$ cat src/rtl/bus_uart_tx.sv
// Memory-mapped UART transmitter with a small byte FIFO.
// The register window is 16 bytes:
//   0x0 TXDATA (write pushes one byte)
//   0x4 STATUS (full, empty, busy, sticky overflow, count)
// Each frame is one start bit, eight data bits sent LSB first, and one stop bit.
//
// state | meaning
// ------+-------------------------------------------------------------
// IDLE  | line high; pops the FIFO head as soon as a byte is queued
// START | start bit (line low) for one bit time
// DATA  | eight data bits, LSB first, shift register moves right
// STOP  | stop bit (line high); chains straight into the next START
//       | when the FIFO still holds data
module bus_uart_tx #(
  parameter logic [31:0] BASE_ADDR    = 32'h8000_0000,
  parameter int          CLKS_PER_BIT = 16,
  parameter int          FIFO_DEPTH   = 8
) (
  input  logic        clock,
  input  logic        reset,
  input  logic [31:0] bus_address,
  input  logic [31:0] bus_write_data,
  input  logic        bus_read_enable,
  input  logic        bus_write_enable,
  input  logic [3:0]  bus_byte_enable,
  output logic [31:0] bus_read_data,
  output logic        tx
);

  localparam int PTR_W  = (FIFO_DEPTH > 1) ? $clog2(FIFO_DEPTH) : 1;
  localparam int BAUD_W = (CLKS_PER_BIT > 1) ? $clog2(CLKS_PER_BIT) : 1;

  localparam logic [3:0]        DEPTH_CNT = 4'(FIFO_DEPTH);
  localparam logic [PTR_W-1:0]  PTR_LAST  = PTR_W'(FIFO_DEPTH - 1);
  localparam logic [BAUD_W-1:0] BAUD_LAST = BAUD_W'(CLKS_PER_BIT - 1);

  localparam logic [3:0] OFF_TXDATA = 4'h0;
  localparam logic [3:0] OFF_STATUS = 4'h4;

  typedef enum logic [1:0] {
    IDLE  = 2'd0,
    START = 2'd1,
    DATA  = 2'd2,
    STOP  = 2'd3
  } state_t;

  state_t            state;
  logic [BAUD_W-1:0] baud_cnt;
  logic [2:0]        bit_idx;
  logic [7:0]        shift_reg;

  logic [7:0]        fifo_mem [FIFO_DEPTH];
  logic [PTR_W-1:0]  wr_ptr;
  logic [PTR_W-1:0]  rd_ptr;
  logic [3:0]        count;
  logic              overflow;

  logic              sel;
  logic [3:0]        offset;
  logic              wr_txdata;
  logic              push_ok;
  logic              push_drop;
  logic              ovf_clear;
  logic              bit_end;
  logic              pop;
  logic [7:0]        fifo_head;
  logic              fifo_full;
  logic              fifo_empty;
  logic              busy;
  logic [31:0]       status_word;

  // Upper store-data bits and the upper byte lanes have no register behind them.
  logic unused_bits;
  assign unused_bits = ^{bus_write_data[31:8], bus_byte_enable[3:1]};

  // Address decode and the bus-side events it produces.
  assign sel       = (bus_address[31:4] == BASE_ADDR[31:4]);
  assign offset    = bus_address[3:0];
  assign wr_txdata = sel && bus_write_enable && (offset == OFF_TXDATA) && bus_byte_enable[0];
  assign push_ok   = wr_txdata && (count < DEPTH_CNT);
  assign push_drop = wr_txdata && !push_ok;
  assign ovf_clear = sel && bus_write_enable && (offset == OFF_STATUS) &&
                     bus_byte_enable[0] && bus_write_data[3];

  // Pops happen only when the FSM takes a new byte. That can be from IDLE, or
  // on the last cycle of a stop bit, which is what gives gap-free frames.
  assign bit_end   = (baud_cnt == BAUD_LAST);
  assign pop       = (count != 4'd0) &&
                     ((state == IDLE) || ((state == STOP) && bit_end));
  assign fifo_head = fifo_mem[rd_ptr];

  assign fifo_full   = (count == DEPTH_CNT);
  assign fifo_empty  = (count == 4'd0);
  assign busy        = (state != IDLE);
  assign status_word = {20'd0, count, 4'd0, overflow, busy, fifo_empty, fifo_full};

  // Combinational load data; unselected or unused offsets read as zero.
  always_comb begin
    bus_read_data = 32'd0;
    if (bus_read_enable && sel) begin
      case (offset)
        OFF_STATUS: bus_read_data = status_word;
        default:    bus_read_data = 32'd0;
      endcase
    end
  end

  // FIFO storage. It has no reset because the pointers and count define validity.
  always_ff @(posedge clock) begin
    if (push_ok && !reset) begin
      fifo_mem[wr_ptr] <= bus_write_data[7:0];
    end
  end

  // Write pointer wraps at the last entry.
  always_ff @(posedge clock or posedge reset) begin
    if (reset) begin
      wr_ptr <= '0;
    end else if (push_ok) begin
      wr_ptr <= (wr_ptr == PTR_LAST) ? '0 : wr_ptr + 1'b1;
    end
  end

  // Read pointer advances whenever the FSM takes the head byte.
  always_ff @(posedge clock or posedge reset) begin
    if (reset) begin
      rd_ptr <= '0;
    end else if (pop) begin
      rd_ptr <= (rd_ptr == PTR_LAST) ? '0 : rd_ptr + 1'b1;
    end
  end

  // Occupancy. A simultaneous push and pop leaves it unchanged.
  always_ff @(posedge clock or posedge reset) begin
    if (reset) begin
      count <= 4'd0;
    end else begin
      case ({push_ok, pop})
        2'b10:   count <= count + 4'd1;
        2'b01:   count <= count - 4'd1;
        default: count <= count;
      endcase
    end
  end

  // Sticky overflow. A dropped push sets it; a write-one to STATUS bit 3 clears it.
  always_ff @(posedge clock or posedge reset) begin
    if (reset) begin
      overflow <= 1'b0;
    end else if (push_drop) begin
      overflow <= 1'b1;
    end else if (ovf_clear) begin
      overflow <= 1'b0;
    end
  end

  // Transmit FSM. tx is registered alongside the state, so the line follows
  // the state with no combinational glitches.
  always_ff @(posedge clock or posedge reset) begin
    if (reset) begin
      state     <= IDLE;
      baud_cnt  <= '0;
      bit_idx   <= 3'd0;
      shift_reg <= 8'd0;
      tx        <= 1'b1;
    end else begin
      case (state)
        IDLE: begin
          tx       <= 1'b1;
          baud_cnt <= '0;
          if (pop) begin
            shift_reg <= fifo_head;
            state     <= START;
            tx        <= 1'b0;
          end
        end

        START: begin
          if (bit_end) begin
            baud_cnt <= '0;
            bit_idx  <= 3'd0;
            state    <= DATA;
            tx       <= shift_reg[0];
          end else begin
            baud_cnt <= baud_cnt + 1'b1;
          end
        end

        DATA: begin
          if (bit_end) begin
            baud_cnt <= '0;
            if (bit_idx == 3'd7) begin
              state <= STOP;
              tx    <= 1'b1;
            end else begin
              bit_idx   <= bit_idx + 3'd1;
              shift_reg <= {1'b0, shift_reg[7:1]};
              tx        <= shift_reg[1];
            end
          end else begin
            baud_cnt <= baud_cnt + 1'b1;
          end
        end

        STOP: begin
          if (bit_end) begin
            baud_cnt <= '0;
            if (pop) begin
              shift_reg <= fifo_head;
              state     <= START;
              tx        <= 1'b0;
            end else begin
              state <= IDLE;
              tx    <= 1'b1;
            end
          end else begin
            baud_cnt <= baud_cnt + 1'b1;
          end
        end

        default: begin
          state    <= IDLE;
          baud_cnt <= '0;
          tx       <= 1'b1;
        end
      endcase
    end
  end

endmodule
$ cat config.mk
export PLATFORM = sky130hd
export DESIGN_NAME = bus_uart_tx
export DESIGN_NICKNAME = d
export VERILOG_FILES = /design/src/rtl/bus_uart_tx.sv
export SDC_FILE = /design/constraint.sdc
export NUM_CORES = 1
export LEC_CHECK = 0
export CORE_MARGIN = 8
export CORE_UTILIZATION = 35
export DETAILED_ROUTE_END_ITERATION = 6
export PLACE_DENSITY = 0.61
export REMOVE_ABC_BUFFERS = 1
export SYNTH_ARGS = -nofsm -noshare
export SYNTH_HDL_FRONTEND = slang
export SYNTH_SLANG_ARGS = --single-unit
$ cat constraint.sdc
create_clock -name clock -period 2.62 [get_ports clock]
set_clock_uncertainty 0.15 [all_clocks]
set_input_delay 0.524 -clock clock [delete_from_list [all_inputs] [get_ports clock]]
set_output_delay 0.524 -clock clock [all_outputs]
set_load 0.01 [all_outputs]
==> run_1/util_map.png <==
The die is cut into 13 by 13 equal tiles; black is low, pale yellow is high, 0 to 100% covered.
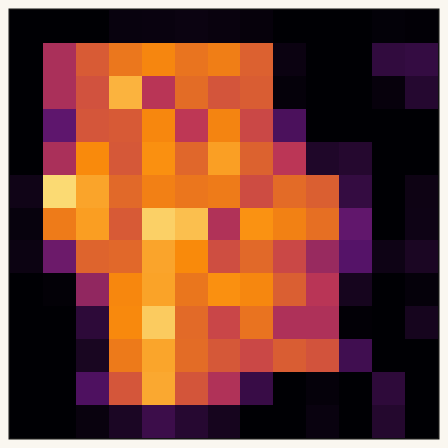
The mean over all tiles is 33%. 8.9% of the tiles are over 75% full. The fullest tile reaches 92%. 30% of the tiles are nearly empty.
CORE AREA: 0.0126 sq mm
initial core utilization: 35.7%
final core utilization: 45.7%

==> run_1/placed.png <==
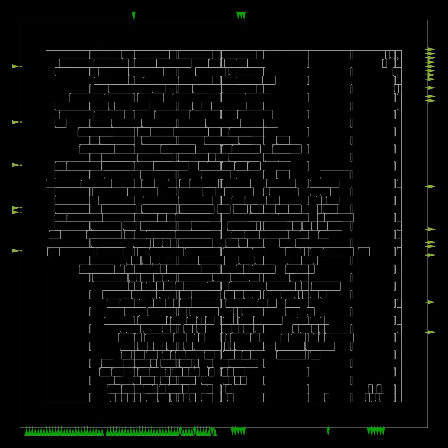
share of cell area taken by flip-flops and latches: 46.1%
filler cell count in the final layout: 1125
number of flip-flops and latches: 93

==> reports/README.md, run 1 <==
| Group | Result | This run |
|:---|:---|:---|
| timing | Final TNS setup | 0 ns |
| route | Residual antenna-violating net count after detailed routing | 0 |
| critical path | Data arrival time at the worst-slack endpoint | 1.94 ns |
| timing | Period utilisation layout | 100% |
| synthesis | Cells taking the most area after synthesis | edfxtp_1 43%, dfrtp_1 16%, mux2_2 8.0%, mux4_1 5.8%, ha_1 4.2% |
| critical path | WP depth | 7 |
| cells and area | Final Net Count | 482 |
| clocking | Number of buffers inserted during clock tree synthesis | 9 |
| clocking | Register clock-pin slew on the reported worst setup and hold paths | 0.06 ns |
| pwr | Peak supply drop | 0.395 mV |
| critical path | Combined buffer and inverter count along the critical path | 3 |
| pwr | Leakage | 2.26 nW |
| critical path | CP Capture Type | primary output |
| die | Die extent in x | 129 microns |
| global routing | Antenna violations before repair | 0 |
| synthesis | Sequential-to-total area share from yosys stat | 59.0% |
| flow run | Tool warning count | 58 |
| worst hold path | Cells on Worst Hold Path | 1 |
| synthesis | Dominant flop cell | edfxtp_1 |
| global routing | Wire length of the first global-routing pass | 14.9 mm |
| critical path | Depth of the most critical reg-to-reg path | 10 |
| cells and area | Area of the multi-input gates | 0.00181 sq mm |
| timing | Setup-violating endpoint count in the final report | 0 |
| status | Result of the run | complete, no violations |
| timing | Maximum operating frequency | 382 MHz |
| timing | Unrepaired setup endpoints after global routing | yes |
| flow run | Max-cap violation count | 0 |
| route | Drc violations | 0 |
| global routing | Total GRT Usage | 11.8% |
| synthesis | Yosys synthesis chip area | 0.00449 sq mm |
| clocking | Clock sink count | 93 |
| cells and area | Share of post-route cells with drive strength above 1 | 36.0% |
| critical path | Stage delay of the slowest cell on the critical path | 0.27 ns |
| global routing | Number of global-route vias before repair | 2804 |
| critical path | Critical path data required time | 1.95 ns |
| synthesis | Mapped Area | 0.00449 sq mm |
| route | Post-detailed-route via-to-cell ratio | 4.80 |
| route | Final routed wire length divided by cell count | 16.5 microns |
| place | Detailed Place HPWL | 6.45 mm |
| route | Detailed-routing iteration count for the pre-antenna-repair pass | 4 |
| timing | Slack of the critical path | 0.00124 ns |
| synthesis | Registers, synthesis | 93 |
| pwr | Total power density per cell area | 523 mW/mm^2 |
==> run_1/m3.png <==
Scale bar: 50 microns.
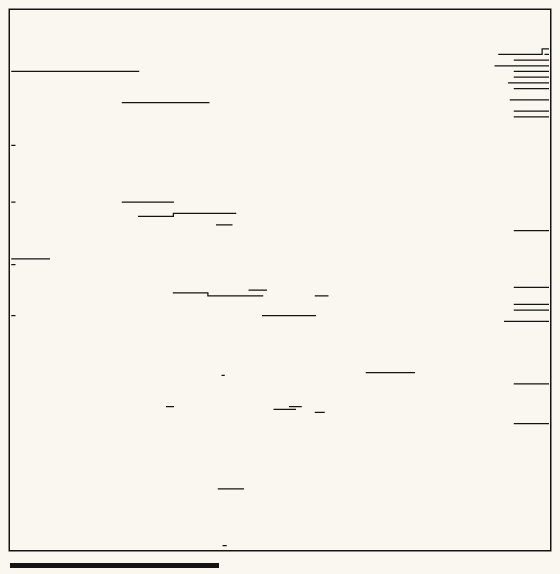
The layer holds 3.5% of the routed length. The wires run mostly horizontal. The longest straight run is 30.4 microns.
met3 demand-to-capacity share in global routing: 3.00%
final WL: 9.45 mm
total vias in the final route: 2746

run 1: per-stage QoR:
stage	area (sq um)	std cells	util (%)	hold slack [ns]	power, W
final	5750	572	45.7	0.349	0.00301
after global routing	5750	572	45.7	0.358	0.00312
after CTS	5690	567	45.2	0.352	0.00304
after detailed placement	5320	545	42.4	0.337	0.00172
after global placement	5320	545	42.4	0.329	0.00172
after floorplan	4320	291	-	0.306	0.00163
run 1: worst reg2reg max path, stage by stage (launching register included):
cell and delay [ns]:
dfrtp_1 0.45, ha_1 0.23, nand4_1 0.17, a21oi_2 0.29
ha_1 0.23, buf_4 0.13, a211o_1 0.11, o21ai_2 0.07
a2111oi_4 0.27, buf_4 0.16, xnor2_1 0.10
run 1: power breakdown:
part | total (W) | switching (W) | internal, W
sequential | 0.00157 | 0.0000000000000836 | 0.00157
combinational | 0.000107 | 0.0000603 | 0.0000466
clock | 0.00133 | 0.000571 | 0.000757
total | 0.00301 | 0.000632 | 0.00238
run 1: synth_stat cells (2+ instances only):
master	n
buf_6	3
xnor2_1	4
inv_1	12
a22o_1	4
and3_1	5
mux2_2	32
mux4_1	10
xor2_1	2
nand4_1	3
o41ai_1	2
edfxtp_1	64
nor2b_1	3
clkbuf_1	6
dfrtp_1	28
ha_1	15
nor4_1	10
nor4b_1	3
buf_4	24
mux4_2	5
or3_1	2
nand2b_1	2
nand2_1	7
o21ai_0	7
nor3_1	15
a2111oi_0	2
mux2i_1	2
nor2_1	11
a21oi_1	5
run 1: cells by family (layout without fill, tap and decap cells):
group / after synthesis / in the layout / synth area share (%)
flops: 93 / 93 / 59.0
simple gates: 67 / 68 / 8.19
mux: 49 / 49 / 16.8
buf+inv: 46 / 120 / 6.71
compound gates: 25 / 25 / 3.90
fa+ha+maj: 15 / 15 / 4.18
xor+xnor: 6 / 6 / 1.17
other cells: 1 / 24 / 0.0835
run 1: metal layers:
layer | GRT usage (%) | vias to the layer above | routed length [microns]
met5 | 0 | - | 0
met4 | 4.42 | 0 | 152
met3 | 3.00 | 10 | 327
met2 | 20.8 | 48 | 5000
met1 | 13.5 | 1384 | 3970
li1 | - | 1304 | -
run 1: worst paths after layout:
check | startpoint | to | slack, ns
max | bus_address[27] | bus_read_data[9] | 0.001
min | shift_reg[4] | shift_reg[4] | 0.35
max reg2reg | state[0] | count[3] | 0.19
min reg2reg | shift_reg[4] | shift_reg[4] | 0.35
max in group asynchronous | reset | tx | 1.45
min in group asynchronous | reset | wr_ptr[2] | 0.54
run 1: layout make-up:
cell class	instances	share of cell area, %
Clock buffer	10	3.98
Clock inverter	6	1.31
Inverter	12	0.784
Multi-Input combinational cell	187	31.5
Sequential cell	93	46.1
Tap cell	172	3.74
Timing Repair Buffer	92	12.6
run 1: repair_timing:
item	CTS	global route
pin swaps	17	17
setup endpoints to repair	27	27
endpoints found under the hold margin	0	0
buffers inserted	5	5
gates resized	85	53
cloned	1	0
==> run 2, diff against run 1 <==
--- a/config.mk
+++ b/config.mk
@@ -7,6 +7,7 @@
 export LEC_CHECK = 0
 export CORE_MARGIN = 8
 export CORE_UTILIZATION = 35
+export CTS_BUF_LIST = sky130_fd_sc_hd__clkbuf_8
 export DETAILED_ROUTE_END_ITERATION = 6
 export PLACE_DENSITY = 0.61
 export REMOVE_ABC_BUFFERS = 1
==> run_2/placed.png <==
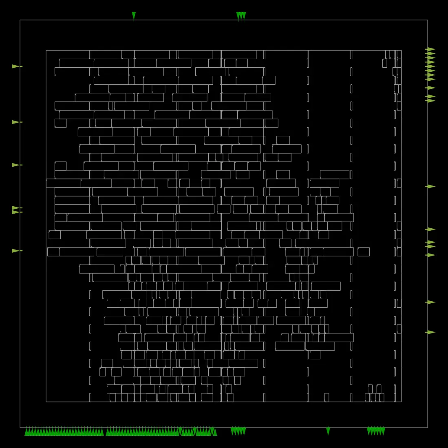
# rows: 41
number of standard cells in the layout, taps in and fillers out: 571
final core utilization: 44.9%

==> run 2 against run 1 <==
The run now ends with setup timing left. Clock power decreased by 25%. Cell count down 0.17%. Critical endpoint unchanged. Register-to-register slack about the same. Largest power group unchanged. Area after synthesis stayed put. Setup slack got worse by 0.0051 ns. Non-clock buffer count down 1. Power decreased by 11%. Utilization shrank 0.84 points. Maximum frequency down 0.20%. Sequential power about the same. Clock-buffer cell count fell by 1.
==> reports/README.md, run 2 <==
| Group | Result | This run | Delta |
|:---|:---|:---|:---|
| critical path | Combined buffer and inverter count along the critical path | 3 | unchanged |
| pwr | Proportion of total power due to net switching | 22.4% | +1.4 points |
| timing | Setup-violating endpoint count in the final report | 1 | +1 |
| synthesis | Cell types with the highest counts after synthesis | 64 x edfxtp_1, 32 x mux2_2, 28 x dfrtp_1, 24 x buf_4 |  |
| route | Final WL | 9.27 mm | -1.9% |
| die | CORE AREA | 0.0126 sq mm | unchanged |
| clocking | Clock sink count | 93 | unchanged |
| flow run | Max-cap violation count | 0 | unchanged |
| global routing | Antenna violations before repair | 0 | unchanged |
| synthesis | Yosys synthesis chip area | 0.00449 sq mm | unchanged |
| timing | Slack of the critical path | -0.00390 ns | -0.00515 ns |
| route | Final routed wire length divided by cell count | 16.2 microns | -1.7% |
| critical path | Stage delay of the slowest cell on the critical path | 0.28 ns | about the same |
| pwr | Internal power | 0.00207 W | -13% |
| global routing | GR Util met2 | 21.0% | +0.12 points |
| place | Detailed Place HPWL | 6.45 mm | unchanged |
| route | Post-detailed-route via-to-cell ratio | 4.73 | -1.4% |
| critical path | CP Capture Type | primary output |  |
| pwr | Sequential group share of total power | 58.8% | +6.5 points |
| synthesis | Most repeated cell in the gate-level netlist after synthesis | edfxtp_1 |  |
| status | Result of the run | finished, violations left |  |
| critical path | Critical path data required time | 1.95 ns | about the same |
| synthesis | Cells taking the most area after synthesis | edfxtp_1 43%, dfrtp_1 16%, mux2_2 8.0%, mux4_1 5.8%, ha_1 4.2% |  |
| route | Drc violations | 0 | unchanged |
| clocking | Number of buffers inserted during clock tree synthesis | 9 | unchanged |
| synthesis | Sequential-to-total area share from yosys stat | 59.0% | unchanged |
| critical path | Data arrival time at the worst-slack endpoint | 1.95 ns | about the same |
| die | Die extent in x | 129 microns | unchanged |
| status | Violations in the final reports | setup timing |  |
| pwr | Total chip power | 0.00267 W | -11% |
| cells and area | Final std cell area, no fill | 0.00564 sq mm | -1.8% |
## run 2: path summary, 6_finish.rpt
kind	startpoint	to	slack (ns)	cells after the start
hold reg to reg	baud_cnt[0]	baud_cnt[0]	0.35	1
min in group asynchronous	reset	wr_ptr[2]	0.51	3
max in group asynchronous	reset	tx	1.48	3
hold / removal	baud_cnt[0]	baud_cnt[0]	0.35	1
setup / recovery	bus_address[27]	bus_read_data[9]	-0.004	7
setup reg to reg	state[0]	count[3]	0.18	10
## run 2: repair_timing
item,4_1_cts,5_1_grt
endpoints found under the setup margin,12,27
buffers inserted,5,4
resized,83,51
pin swaps,17,19
cloned,1,0
## run 2: kinds of logic after synthesis
family          count (synthesis)  share of synthesized area, %
compound gates                 25                          3.90
xor+xnor                        6                          1.17
fa+ha+maj                      15                          4.18
buf+inv                        46                          6.71
flops                          93                          59.0
mux                            49                          16.8
other cells                     1                        0.0835
simple gates                   67                          8.19
## run 2: layout make-up
type	count	area [sq um]	area share [%]
sequential	93	2650	47.0
clock buffer	9	124	2.20
tap	172	215	3.81
clock inverter	7	78.8	1.40
timing repair buffer	91	723	12.8
multi-input combinational	187	1810	32.0
inverter	12	45.0	0.798
## run 2: stage by stage
| step | hold slack [ns] | setup TNS (ns) | util (%) | std cells | setup WS (ns) |
|---|---|---|---|---|---|
| 3_5_place_dp | 0.337 | -27.07 | 42.4 | 545 | -0.715 |
| 4_1_cts | 0.355 | 0 | 44.4 | 567 | 0.00731 |
| 2_1_floorplan | 0.306 | -11.23 | - | 291 | -0.294 |
| 3_3_place_gp | 0.329 | -23.85 | 42.4 | 545 | -0.637 |
| 6_report | 0.354 | -0.00390 | 44.9 | 571 | -0.00390 |
| 5_1_grt | 0.365 | -0.651 | 44.9 | 571 | -0.103 |
## run 2: power groups by stage
stage	Sequential, W	Combinational [W]	Clock [W]
after floorplan	0.00160	0.0000280	0
after global placement	0.00160	0.000113	0
after detailed placement	0.00160	0.000116	0
after CTS	0.00157	0.000104	0.00103
after global routing	0.00157	0.000118	0.00109
final	0.00157	0.000107	0.000993
## run 2: routing by layer
metal | vias up | share of wire (%) | wire [microns]
li1 | 1299 | - | -
met1 | 1351 | 41 | 3840
met2 | 44 | 53 | 4940
met3 | 9 | 4.0 | 375
met4 | 0 | 1.3 | 116
met5 | - | 0 | 0
Power figures rest on the tool's default switching activity, not on a simulated workload.
